**config.mk**
```make
export PLATFORM = sky130hd
export DESIGN_NAME = rv32i_wb_ctrl
export DESIGN_NICKNAME = d
export VERILOG_FILES = /design/src/rtl/rv32i_wb_pkg.sv /design/src/rtl/rv32i_cycle_counter.sv /design/src/rtl/rv32i_wb_ctrl.sv
export SDC_FILE = /design/constraint.sdc
export NUM_CORES = 1
export LEC_CHECK = 0
export ABC_AREA = 0
export CORE_ASPECT_RATIO = 0.7
export CORE_MARGIN = 1
export CORE_UTILIZATION = 40
export DETAILED_ROUTE_END_ITERATION = 12
export PLACE_DENSITY = 0.81
export SYNTH_ARGS = -nofsm -noshare
export SYNTH_HDL_FRONTEND = slang
export SYNTH_SLANG_ARGS = --single-unit
```
**constraint.sdc**
```tcl
create_clock -name wb_clk_i -period 2.8 [get_ports wb_clk_i]
set_clock_uncertainty 0.05 [all_clocks]
set_input_delay 0.56 -clock wb_clk_i [delete_from_list [all_inputs] [get_ports wb_clk_i]]
set_output_delay 0.56 -clock wb_clk_i [all_outputs]
set_load 0.01 [all_outputs]
```
**src/rtl/rv32i_wb_pkg.sv**
```systemverilog
// rv32i_wb_pkg: register offsets, CTRL/STATUS bit indices and FSM states for rv32i_wb_ctrl.
package rv32i_wb_pkg;

    localparam logic [7:0] CTRL_OFF      = 8'h00;
    localparam logic [7:0] STATUS_OFF    = 8'h04;
    localparam logic [7:0] IMEM_ADDR_OFF = 8'h08;
    localparam logic [7:0] IMEM_DATA_OFF = 8'h0C;
    localparam logic [7:0] CYCLES_OFF    = 8'h10;
    localparam logic [7:0] COREOUT_OFF   = 8'h14;

    localparam int CTRL_RUN_BIT  = 0;
    localparam int CTRL_SRST_BIT = 1;
    localparam int ST_RUN_BIT    = 0;
    localparam int ST_DONE_BIT   = 1;
    localparam int ST_PEND_BIT   = 2;

    typedef enum logic [1:0] {
        ST_IDLE,
        ST_IMWR,
        ST_ACK
    } wb_state_e;

endpackage

```
**src/rtl/rv32i_cycle_counter.sv**
```systemverilog
// rv32i_cycle_counter: 32-bit wrapping run-cycle counter with enable and synchronous clear.
module rv32i_cycle_counter (
    input  logic        clk_i,
    input  logic        rst_ni,
    input  logic        en_i,
    input  logic        clr_i,
    output logic [31:0] cnt_o
);

    logic [31:0] cnt_q, cnt_d;

    always_comb cnt_d = clr_i ? 32'd0 : en_i ? cnt_q + 32'd1 : cnt_q;

    always_ff @(posedge clk_i or negedge rst_ni)
        if (!rst_ni) cnt_q <= 32'd0;
        else         cnt_q <= cnt_d;

    assign cnt_o = cnt_q;

endmodule

```
**src/rtl/rv32i_wb_ctrl.sv**
```systemverilog
// rv32i_wb_ctrl: Wishbone slave that loads imem, runs/stops the rv32i core and reports status.
// Define RV32I_WB_CYCLE_CNT_EN to build the CYCLES run-cycle counter.
module rv32i_wb_ctrl
    import rv32i_wb_pkg::*;
#(
    parameter logic [31:0] BASE_ADDR = 32'h3000_0000,
    parameter int          IMEM_AW   = 8
) (
    input  logic               wb_clk_i,
    input  logic               wb_rst_ni,
    input  logic               wbs_cyc_i,
    input  logic               wbs_stb_i,
    input  logic               wbs_we_i,
    input  logic [3:0]         wbs_sel_i,
    input  logic [31:0]        wbs_adr_i,
    input  logic [31:0]        wbs_dat_i,
    output logic               wbs_ack_o,
    output logic [31:0]        wbs_dat_o,
    output logic               core_rst_no,
    output logic               imem_wr_en_o,
    output logic [IMEM_AW-1:0] imem_wr_addr_o,
    output logic [31:0]        imem_wr_data_o,
    input  logic               imem_wr_ready_i,
    input  logic [31:0]        core_out_i,
    input  logic               core_done_i,
    output logic               irq_o
);

    wb_state_e          state_q, state_d;
    logic               run_q, run_d;
    logic               done_q, done_d;
    logic               done_prev_q;
    logic [IMEM_AW-1:0] imem_addr_q, imem_addr_d;
    logic [IMEM_AW-1:0] wa_q, wa_d;
    logic [31:0]        wd_q, wd_d;
    logic [31:0]        dat_q, dat_d;

    logic [7:0]  off;
    logic        acc, wr, imwr_go, ctrl_wr, srst, clr, running, set_done, imem_busy;
    logic [31:0] mask, status, rdata, cycles;

    assign off       = wbs_adr_i[7:0];
    assign acc       = (state_q == ST_IDLE) & wbs_cyc_i & wbs_stb_i & (wbs_adr_i[31:8] == BASE_ADDR[31:8]);
    assign wr        = acc & wbs_we_i;
    assign imem_busy = (state_q == ST_IMWR);
    assign imwr_go   = wr & (off == IMEM_DATA_OFF) & (wbs_sel_i == 4'hF) & ~run_q;
    assign ctrl_wr   = wr & (off == CTRL_OFF) & wbs_sel_i[0];
    assign srst      = ctrl_wr & wbs_dat_i[CTRL_SRST_BIT];
    assign clr       = wr & (off == STATUS_OFF) & wbs_dat_i[ST_DONE_BIT];
    assign running   = run_q & ~done_q;
    assign set_done  = core_done_i & ~done_prev_q & running;
    assign mask      = {{8{wbs_sel_i[3]}}, {8{wbs_sel_i[2]}}, {8{wbs_sel_i[1]}}, {8{wbs_sel_i[0]}}};

`ifdef RV32I_WB_CYCLE_CNT_EN
    rv32i_cycle_counter u_cnt (
        .clk_i  (wb_clk_i),
        .rst_ni (wb_rst_ni),
        .en_i   (running),
        .clr_i  (srst),
        .cnt_o  (cycles)
    );
`else
    assign cycles = 32'd0;
`endif

    always_comb begin
        status = 32'd0;
        status[ST_RUN_BIT]  = running;
        status[ST_DONE_BIT] = done_q;
        status[ST_PEND_BIT] = imem_busy;
    end

    assign rdata = (off == CTRL_OFF)      ? 32'(run_q)       :
                   (off == STATUS_OFF)    ? status           :
                   (off == IMEM_ADDR_OFF) ? 32'(imem_addr_q) :
                   (off == CYCLES_OFF)    ? cycles           :
                   (off == COREOUT_OFF)   ? core_out_i       : 32'd0;

    // SRST beats a done edge, which in turn beats a STATUS clear on the same edge.
    always_comb begin
        state_d     = (state_q == ST_IDLE) ? (acc ? (imwr_go ? ST_IMWR : ST_ACK) : ST_IDLE) :
                      (state_q == ST_IMWR) ? (imem_wr_ready_i ? ST_ACK : ST_IMWR) : ST_IDLE;
        run_d       = srst ? 1'b0 : ctrl_wr ? wbs_dat_i[CTRL_RUN_BIT] : run_q;
        done_d      = srst ? 1'b0 : set_done ? 1'b1 : clr ? 1'b0 : done_q;
        imem_addr_d = (wr & (off == IMEM_ADDR_OFF)) ?
                          IMEM_AW'((32'(imem_addr_q) & ~mask) | (wbs_dat_i & mask)) :
                      (imem_busy & imem_wr_ready_i) ? imem_addr_q + IMEM_AW'(1) : imem_addr_q;
        wa_d        = imwr_go ? imem_addr_q : wa_q;
        wd_d        = imwr_go ? wbs_dat_i : wd_q;
        dat_d       = (acc & ~wbs_we_i) ? rdata : 32'd0;
    end

    always_ff @(posedge wb_clk_i or negedge wb_rst_ni)
        if (!wb_rst_ni) begin
            state_q     <= ST_IDLE;
            run_q       <= 1'b0;
            done_q      <= 1'b0;
            done_prev_q <= 1'b0;
            imem_addr_q <= '0;
            wa_q        <= '0;
            wd_q        <= 32'd0;
            dat_q       <= 32'd0;
        end else begin
            state_q     <= state_d;
            run_q       <= run_d;
            done_q      <= done_d;
            done_prev_q <= core_done_i;
            imem_addr_q <= imem_addr_d;
            wa_q        <= wa_d;
            wd_q        <= wd_d;
            dat_q       <= dat_d;
        end

    assign wbs_ack_o      = (state_q == ST_ACK);
    assign wbs_dat_o      = dat_q;
    assign core_rst_no    = run_q;
    assign imem_wr_en_o   = imem_busy;
    assign imem_wr_addr_o = wa_q;
    assign imem_wr_data_o = wd_q;
    assign irq_o          = done_q;

endmodule

```
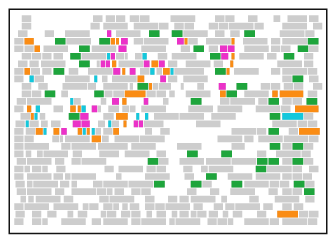
(gate families picked out)
mux cells: shown in green, cells 42, where spread over the die. nor cells: shown in orange, cells 36. nand cells: shown in cyan, cells 18. aoi and oai cells: shown in magenta, cells 25.

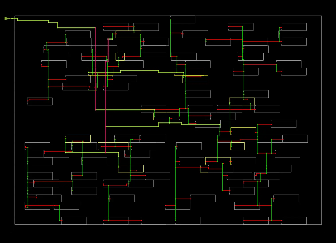
(clock nets)
Seq cells: 85
Num CTS Buffers: 9
clock network power: 1.27 mW
# clk buffers: 10

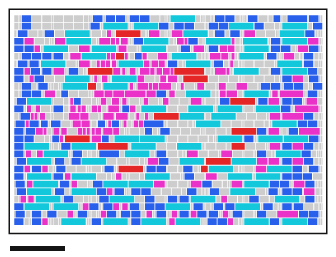
(cells coloured by class)
The bar under the picture is 20 um long. Fill, decap, tap and diode cells in grey.
remaining logic cells: shown in magenta, cells 171, share of their area 24%. clock drivers and dummy loads: shown in red, cells 15, share of their area 5.6%. remaining buffers and delay cells: shown in blue, cells 195, share of their area 34%. sequential cells: shown in cyan, cells 85, share of their area 37%.

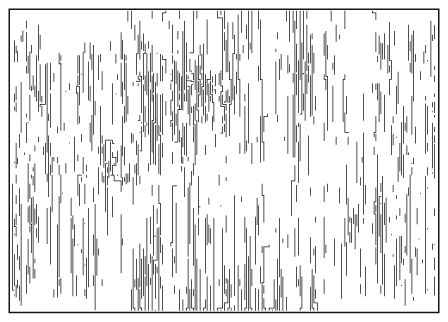
(M2 wires)
The layer holds 46% of the routed length. 524 nets have wire on it. The layer carries 4550 um of wire. The wires run mostly vertical. The longest straight run is 36.4 um.

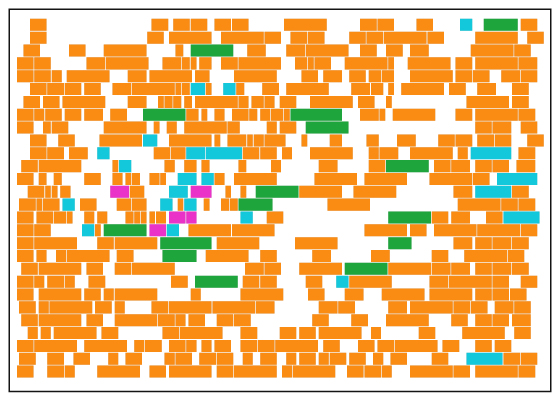
(drive-strength map)
x6 and larger: shown in green, cells 15, share 3.2%, most used clkbuf_16. x1 and smaller: shown in orange, cells 423, share 91%, most used clkdlybuf4s50_1. x2: shown in magenta, cells 5, share 1.1%. x3 and x4: shown in cyan, cells 23, share 4.9%, most used buf_4.

-- layer usage --
layer | track usage (%) | vias up | share of wire (%)
li1 | - | 1344 | -
met1 | 27.4 | 1415 | 43
met2 | 36.7 | 151 | 46
met3 | 8.38 | 18 | 9.4
met4 | 8.44 | 0 | 2.2
met5 | 0 | - | 0
-- area by class of cell --
class | instances | area (um^2)
fillers | 634 | 2600
well taps | 120 | 150
clock inverters | 5 | 85.1
repair buffers | 195 | 1950
clock buffers | 10 | 239
flip-flops and latches | 85 | 2130
multi-input cells | 165 | 1340
inverters | 6 | 22.5
-- report_power, final --
group | internal, mW | total [mW] | switching (mW)
clock | 0.803 | 1.27 | 0.463
combinational | 0.143 | 0.207 | 0.0645
sequential | 1.23 | 1.23 | 0.000203
==> CHANGELOG.md <==
## Flow update

- Dpl hpwl: 7.56 mm
- Dominant comb cell: simple AND/OR/NAND/NOR gates
- Ratio of cells with drive above 1 in the final layout: 9.23%
- FF-to-FF End: imem_wr_data_o[4]
- Worst setup path end: imem_wr_data_o[4]
- Final hold violations: 0
- CP Buf/Inv Count: 2
- Tcrit/Tclk final: 88.1%
- Initial DRC count: 118
- Area of the core: 8510 um^2
- Antenna violations before repair: 0
- Reg2Reg Depth: 6
- Async S/R FF share, synth: 100%
- IO Pins: 183
- Synth Area in Compound Gates: 6.33%
- Post-synth top area cell: dfrtp_1
- Syn_nets: 373
- Max incr delay on CP: 0.44 ns
- Cell-by-cell listing of the critical path: clkdlybuf4s50_1 -> nor4_4 -> nand4_4 -> nor2_2 -> and4_2 -> buf_12 -> mux2_1
- Synthesized flop and latch total: 85
- PD cells: 457 nW/um^2
- Most common flop cell mapped by yosys: dfrtp_1
- Worst VDD drop: 348 uV
- Final WL: 9.90 mm
- Biggest area cells: dfrtp_1, mux2_1, and2_1
- Number of diodes: 0
- WL per Instance: 16.9 um
- Chip height: 80.7 um
- Fmax: 405 MHz
- Post-layout min period: 2.47 ns
- Cell Type Count: 41
- Post-Place Cells: 571
- Yosys Chip Area: 3540 um^2
- Kind of cell adding the most delay to the critical path: simple AND/OR/NAND/NOR gates
- Final hold slack: 0.196 ns
- Slowest CP cell: clkdlybuf4s50_1
- Most frequent cells after synthesis: dfrtp_1, mux2_1, and2_1
- Die Wd: 114 um
- Cell count after synthesis: 265
- Setup bufs post-CTS: 0
- Row count: 28
- Gpl congestion: 0.794
- CP Max Fanout: 28
- Worst rel slew slack: 67.5%
- CTS tree: yes
- Adder Area Share: 0.354%
- Crit path DAT: 2.62 ns
- Final nets: 570
- Outcome: finished, final reports clean
- CP startpoint: wbs_adr_i[9]
- Setup WS pre-CTS: -0.0266 ns
- Pleak: 2.69 nW
- Max-slew violations: 0
- Clock sink total: 85
- Post-synth EDFFs: 0
- Syn-to-layout area delta: 67.3%
- Gr ovfl total: 0
- Req. time, crit path: 2.96 ns
- Largest net degree at the start of global routing: 86
- Area fraction in mux cells: 13.3%
- Layout Utilization: 69.5%
- Yosys top cell area share: 60.2%
- Yosys Instances: 265
- FF-to-FF Start: state_q[1]
- Non-Filler Instances: 586
- Synthesized cell area: 3540 um^2
- Simple-Gate Fraction of Synth Area: 17.8%
Power is estimated from default activity; no workload was simulated.
